## src/rtl/fp_pkg.sv

```systemverilog
// Shared encodings and format helpers for the parametrised FP multiplier.
package fp_pkg;

  typedef enum logic [1:0] {
    RND_RNE = 2'd0,
    RND_RTZ = 2'd1,
    RND_RUP = 2'd2,
    RND_RDN = 2'd3
  } rndMode_e;

  typedef enum logic [2:0] {
    CLS_NORM = 3'd0,
    CLS_ZERO = 3'd1,
    CLS_SUBN = 3'd2,
    CLS_INF  = 3'd3,
    CLS_NAN  = 3'd4
  } fpClass_e;

  typedef enum logic [1:0] {
    SP_NONE = 2'd0,
    SP_NAN  = 2'd1,
    SP_INF  = 2'd2,
    SP_ZERO = 2'd3
  } special_e;

  localparam int FLG_INVALID   = 4;
  localparam int FLG_DIVZERO   = 3;
  localparam int FLG_OVERFLOW  = 2;
  localparam int FLG_UNDERFLOW = 1;
  localparam int FLG_INEXACT   = 0;

  function automatic int fpBias(input int expW);
    return (1 << (expW - 1)) - 1;
  endfunction

  // Results are right-aligned in 64 bits; callers truncate to their word width.
  function automatic logic [63:0] fpQNan(input int expW, input int manW);
    return (((64'd1 << expW) - 64'd1) << manW) | (64'd1 << (manW - 1));
  endfunction

  function automatic logic [63:0] fpMaxFinite(input int expW, input int manW);
    return (((64'd1 << expW) - 64'd2) << manW) | ((64'd1 << manW) - 64'd1);
  endfunction

endpackage

```

## src/rtl/fp_classify.sv

```systemverilog
// Operand classifier: class, significand with hidden bit (zero for non-normals),
// and signalling-NaN indication. Purely combinational.
module fp_classify
  import fp_pkg::*;
#(
  parameter int pExpW = 8,
  parameter int pManW = 23
) (
  input  logic [pExpW+pManW-1:0] iv_Op,
  output logic [2:0]             ov_Class,
  output logic [pManW:0]         ov_Sig,
  output logic                   o_Snan
);

  logic [pExpW-1:0] expF;
  logic [pManW-1:0] manF;

  assign expF = iv_Op[pExpW+pManW-1:pManW];
  assign manF = iv_Op[pManW-1:0];

  always_comb begin
    ov_Class = CLS_NORM;
    ov_Sig   = {1'b1, manF};
    o_Snan   = 1'b0;
    if (expF == '0) begin
      ov_Class = (manF == '0) ? CLS_ZERO : CLS_SUBN;
      ov_Sig   = '0;
    end else if (expF == '1) begin
      ov_Sig = '0;
      if (manF == '0) begin
        ov_Class = CLS_INF;
      end else begin
        ov_Class = CLS_NAN;
        o_Snan   = ~manF[pManW-1];
      end
    end
  end

endmodule

```

## src/rtl/fp_mult_pipe.sv

```systemverilog
// Pipelined FP multiplier with valid/ready, global stall, per-op rounding mode,
// exception flags and a pass-through tag. Three core stages plus output retiming.
module fp_mult_pipe
  import fp_pkg::*;
#(
  parameter int pExpW     = 8,
  parameter int pManW     = 23,
  parameter int pPipeline = 4,
  parameter int pTagW     = 4
) (
  input  logic                   i_Clk,
  input  logic                   i_Rst,
  input  logic [pExpW+pManW:0]   iv_InputA,
  input  logic [pExpW+pManW:0]   iv_InputB,
  input  logic [1:0]             iv_RndMode,
  input  logic [pTagW-1:0]       iv_Tag,
  input  logic                   i_Valid,
  output logic                   o_Ready,
  output logic [pExpW+pManW:0]   ov_Result,
  output logic [pTagW-1:0]       ov_Tag,
  output logic [4:0]             ov_Flags,
  output logic                   o_Valid,
  input  logic                   i_Ready
);

  localparam int cW  = pExpW + pManW + 1;
  localparam int cM  = pManW + 1;
  localparam int cXW = pExpW + 2;
  localparam int unsigned cDep = pPipeline - 3;

  localparam logic [cW-1:0]          cQNan   = cW'(fpQNan(pExpW, pManW));
  localparam logic [cW-1:0]          cMaxFin = cW'(fpMaxFinite(pExpW, pManW));
  localparam logic signed [cXW-1:0]  cBiasX  = cXW'(fpBias(pExpW));
  localparam logic signed [cXW-1:0]  cExpMax = cXW'((1 << pExpW) - 1);
  localparam logic signed [cXW-1:0]  cOne    = 1;
  localparam logic signed [cXW-1:0]  cZero   = 0;

  logic en;
  assign en      = i_Ready || !o_Valid;
  assign o_Ready = en;

  logic [2:0]     clsA, clsB;
  logic [pManW:0] sigA, sigB;
  logic           snanA, snanB;

  fp_classify #(.pExpW(pExpW), .pManW(pManW)) uClassA (
    .iv_Op(iv_InputA[cW-2:0]), .ov_Class(clsA), .ov_Sig(sigA), .o_Snan(snanA)
  );
  fp_classify #(.pExpW(pExpW), .pManW(pManW)) uClassB (
    .iv_Op(iv_InputB[cW-2:0]), .ov_Class(clsB), .ov_Sig(sigB), .o_Snan(snanB)
  );

  logic             s1Valid, s1Sign, s1SnanA, s1SnanB;
  logic [pTagW-1:0] s1Tag;
  rndMode_e         s1Rnd;
  logic [2:0]       s1ClsA, s1ClsB;
  logic [pManW:0]   s1SigA, s1SigB;
  logic [pExpW-1:0] s1ExpA, s1ExpB;

  logic                   s2Valid, s2Sign, s2Invalid;
  logic [pTagW-1:0]       s2Tag;
  rndMode_e               s2Rnd;
  special_e               s2Special;
  logic [2*cM-1:0]        s2Prod;
  logic signed [cXW-1:0]  s2Exp;

  logic             oValid [0:cDep];
  logic [cW-1:0]    oRes   [0:cDep];
  logic [pTagW-1:0] oTag   [0:cDep];
  logic [4:0]       oFlags [0:cDep];

  // Stage 2 next-state: special-case selection, raw product and biased exponent sum.
  logic                  zA, zB, infA, infB, nanA, nanB, infTimesZero;
  special_e              spNext;
  logic                  invNext;
  logic [2*cM-1:0]       prodNext;
  logic signed [cXW-1:0] expSumNext;

  always_comb begin
    zA   = (s1ClsA == CLS_ZERO) || (s1ClsA == CLS_SUBN);
    zB   = (s1ClsB == CLS_ZERO) || (s1ClsB == CLS_SUBN);
    infA = (s1ClsA == CLS_INF);
    infB = (s1ClsB == CLS_INF);
    nanA = (s1ClsA == CLS_NAN);
    nanB = (s1ClsB == CLS_NAN);
    infTimesZero = (infA && zB) || (infB && zA);
    spNext  = SP_NONE;
    invNext = 1'b0;
    if (nanA || nanB || infTimesZero) begin
      spNext  = SP_NAN;
      invNext = infTimesZero || s1SnanA || s1SnanB;
    end else if (infA || infB) begin
      spNext = SP_INF;
    end else if (zA || zB) begin
      spNext = SP_ZERO;
    end
    prodNext   = (2*cM)'(s1SigA) * (2*cM)'(s1SigB);
    expSumNext = $signed({2'b00, s1ExpA}) + $signed({2'b00, s1ExpB}) - cBiasX;
  end

  // Stage 3 next-state: normalise, round, range-check and merge specials.
  logic [pManW-1:0]      mant;
  logic                  guardB, roundB, stickyB, inexact, up;
  logic [pManW:0]        mRnd;
  logic signed [cXW-1:0] e1, e2;
  logic [cW-1:0]         infRes, maxRes, resNext;
  logic [4:0]            flagsNext;

  always_comb begin
    if (s2Prod[2*cM-1]) begin
      mant    = s2Prod[2*cM-2:cM];
      guardB  = s2Prod[cM-1];
      roundB  = s2Prod[cM-2];
      stickyB = |s2Prod[cM-3:0];
      e1      = s2Exp + cOne;
    end else begin
      mant    = s2Prod[2*cM-3:cM-1];
      guardB  = s2Prod[cM-2];
      roundB  = s2Prod[cM-3];
      stickyB = |s2Prod[cM-4:0];
      e1      = s2Exp;
    end
    inexact = guardB || roundB || stickyB;
    case (s2Rnd)
      RND_RNE: up = guardB && (roundB || stickyB || mant[0]);
      RND_RTZ: up = 1'b0;
      RND_RUP: up = inexact && !s2Sign;
      default: up = inexact && s2Sign;
    endcase
    // A rounding carry leaves the low mantissa bits at zero, so only the exponent moves.
    mRnd = {1'b0, mant} + {{pManW{1'b0}}, up};
    e2   = e1 + $signed({{(cXW-1){1'b0}}, mRnd[pManW]});

    infRes    = {s2Sign, {pExpW{1'b1}}, {pManW{1'b0}}};
    maxRes    = {s2Sign, cMaxFin[cW-2:0]};
    resNext   = {s2Sign, e2[pExpW-1:0], mRnd[pManW-1:0]};
    flagsNext = '0;
    case (s2Special)
      SP_NAN: begin
        resNext = cQNan;
        flagsNext[FLG_INVALID] = s2Invalid;
      end
      SP_INF:  resNext = infRes;
      SP_ZERO: resNext = {s2Sign, {(cW-1){1'b0}}};
      default: begin
        if (e2 >= cExpMax) begin
          flagsNext[FLG_OVERFLOW] = 1'b1;
          flagsNext[FLG_INEXACT]  = 1'b1;
          case (s2Rnd)
            RND_RNE: resNext = infRes;
            RND_RTZ: resNext = maxRes;
            RND_RUP: resNext = s2Sign ? maxRes : infRes;
            default: resNext = s2Sign ? infRes : maxRes;
          endcase
        end else if (e2 <= cZero) begin
          resNext = {s2Sign, {(cW-1){1'b0}}};
          flagsNext[FLG_UNDERFLOW] = 1'b1;
          flagsNext[FLG_INEXACT]   = 1'b1;
        end else begin
          flagsNext[FLG_INEXACT] = inexact;
        end
      end
    endcase
  end

  always_ff @(posedge i_Clk) begin
    if (i_Rst) begin
      s1Valid <= 1'b0;
      s2Valid <= 1'b0;
      for (int unsigned i = 0; i <= cDep; i++) begin
        oValid[i] <= 1'b0;
        oRes[i]   <= '0;
        oTag[i]   <= '0;
        oFlags[i] <= '0;
      end
    end else if (en) begin
      s1Valid <= i_Valid;
      s1Tag   <= iv_Tag;
      s1Rnd   <= rndMode_e'(iv_RndMode);
      s1Sign  <= iv_InputA[cW-1] ^ iv_InputB[cW-1];
      s1ClsA  <= clsA;
      s1ClsB  <= clsB;
      s1SigA  <= sigA;
      s1SigB  <= sigB;
      s1SnanA <= snanA;
      s1SnanB <= snanB;
      s1ExpA  <= iv_InputA[cW-2:pManW];
      s1ExpB  <= iv_InputB[cW-2:pManW];

      s2Valid   <= s1Valid;
      s2Tag     <= s1Tag;
      s2Rnd     <= s1Rnd;
      s2Sign    <= s1Sign;
      s2Special <= spNext;
      s2Invalid <= invNext;
      s2Prod    <= prodNext;
      s2Exp     <= expSumNext;

      oValid[0] <= s2Valid;
      oRes[0]   <= resNext;
      oTag[0]   <= s2Tag;
      oFlags[0] <= flagsNext;
      for (int unsigned i = 1; i <= cDep; i++) begin
        oValid[i] <= oValid[i-1];
        oRes[i]   <= oRes[i-1];
        oTag[i]   <= oTag[i-1];
        oFlags[i] <= oFlags[i-1];
      end
    end
  end

  assign o_Valid   = oValid[cDep];
  assign ov_Result = oRes[cDep];
  assign ov_Tag    = oTag[cDep];
  assign ov_Flags  = oFlags[cDep];

endmodule
```

## config.mk

```make
export PLATFORM = sky130hd
export DESIGN_NAME = fp_mult_pipe
export DESIGN_NICKNAME = d
export VERILOG_FILES = /design/src/rtl/fp_pkg.sv /design/src/rtl/fp_classify.sv /design/src/rtl/fp_mult_pipe.sv
export SDC_FILE = /design/constraint.sdc
export NUM_CORES = 2
export LEC_CHECK = 0
export CAP_MARGIN = 20
export CORE_AREA = 2 2 320 322
export CTS_BUF_LIST = sky130_fd_sc_hd__clkbuf_8
export DETAILED_ROUTE_END_ITERATION = 8
export DIE_AREA = 0 0 322 324
export SYNTH_ARGS = -nofsm -noshare
export SYNTH_HDL_FRONTEND = slang
export SYNTH_SLANG_ARGS = --single-unit
```

## constraint.sdc

```tcl
create_clock -name i_Clk -period 7.2 [get_ports i_Clk]
set_input_delay 1.44 -clock i_Clk [delete_from_list [all_inputs] [get_ports i_Clk]]
set_output_delay 1.44 -clock i_Clk [all_outputs]
set_load 0.005 [all_outputs]
```

Signal wires on met2:
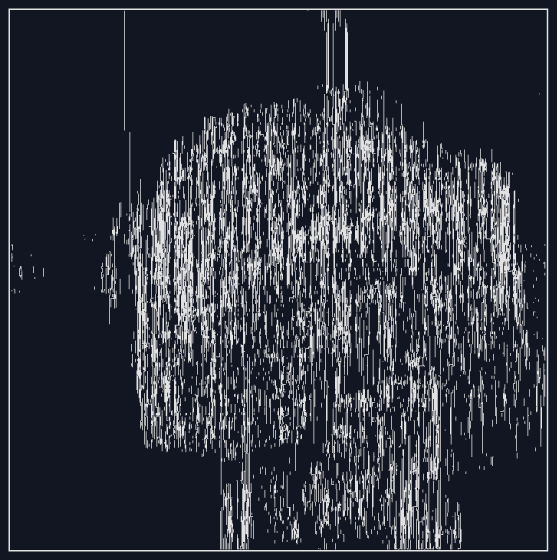
The layer holds 49% of the routed length. The layer carries 36.7 mm of wire.

The metal 1 layer:
Bar = 100 microns.
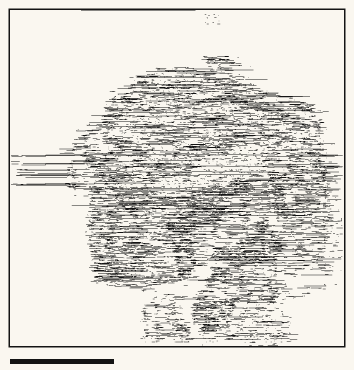
The layer carries 32.6 mm of wire. The wires run mostly horizontal. The longest straight run is 110 microns. The layer holds 44% of the routed length. 3531 nets have wire on it.

Met4 routing:
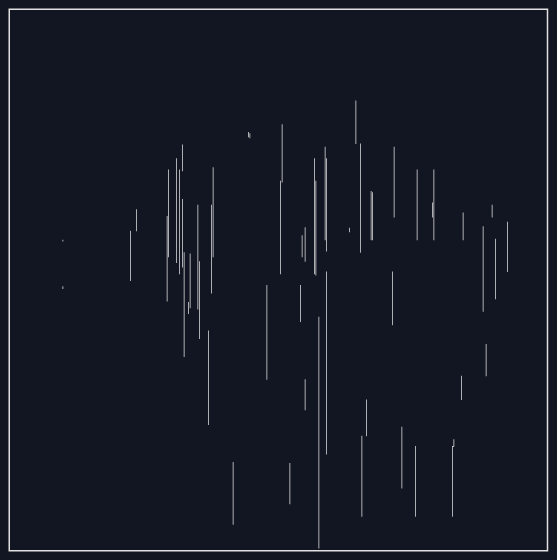
The wires run mostly vertical. 43 nets have wire on it. The longest straight run is 139 microns. The layer holds 2.9% of the routed length. The layer carries 2170 microns of wire.
vias: 20825
DRT Wirelength: 74800 microns

M3 wires:
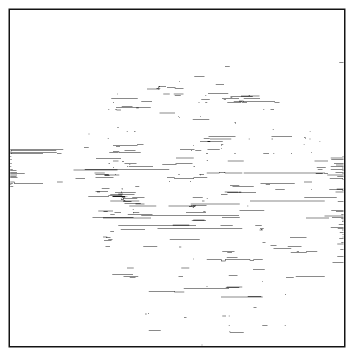
The longest straight run is 93.8 microns. The wires run mostly horizontal. The layer holds 4.5% of the routed length.

==> results_slide.txt <==
Physical Implementation Snapshot

Finish
  • Layout overhead on the synthesized area: 13.7%
  • Commonest Layout Cell: inv_1
  • Sequential cell count: between 200 and 250
  • Clock-cell share: 0.0278
  • Flop share of the area: 0.202
  • Comb gates: 2029

Route
  • Post-DR wirelength/cell: roughly 17 microns
  • Highest metal layer with signal wires: met5
  • Residual DRC: 0

Global routing
  • Total track usage: 0.146

Worst setup path
  • Crit path launch: s1SigB[22]
  • Worst setup SP type: register
  • Worst path bufs/invs: 4
  • WP data arrival: between 7000 and 8000 ps
  • Setup crit end: s2Prod[44]
  • Crit-path max FO: 10
  • CP max stage delay: ~660 ps

Timing
  • Period minus WS final: ~7000 ps
  • Fmax: between 100 and 150 MHz
  • # setup viols final: 0
  • Fin worst setup slack: about 250 ps
  • Fin crit share: 0.965

Outcome
  • Status: finished clean

Synthesis
  • Number of flops mapped to enable cells by yosys: 229
  • Post-Syn Nets: 3775
  • Syn Area/Cell: between 9 and 10 sq um
  • Synth cell count leaders: inv_1, fa_1, and2_1
  • YS chip area: 30000 sq um

Clocking
  • Clock Sinks: roughly 230
  • CTS tree: done

Floorplanning
  • Full die area: approximately 100000 sq um
[repair_timing]
| item | 4_1_cts | 5_1_grt |
|---|---|---|
| resized | 0 | 7 |
| setup endpoints to repair | 0 | 15 |
| setup buffers | 0 | 13 |
[cells by family after synthesis]
kind of cell | share of synthesized area
other | 0.000125
multiplexers | 0.00858
buffers and inverters | 0.102
AND/OR/NAND/NOR | 0.172
adder cells (fa/ha/maj) | 0.405
AND-OR/OR-AND | 0.0544
flip-flops | 0.230
XOR/XNOR | 0.0277
[registers in the layout, summed over array words and instances, names as in the netlist, 2 cells and up]
name       flops
oValid         2
oRes          64
s1Tag          4
s1SigB        24
s1SigA        24
s1ExpA         8
s2Rnd          2
s2Prod        48
s2Exp         10
oFlags         8
s1ExpB         8
s2Special      2
oTag           8
s1ClsA         3
s1ClsB         3
s1Rnd          2
s2Tag          4
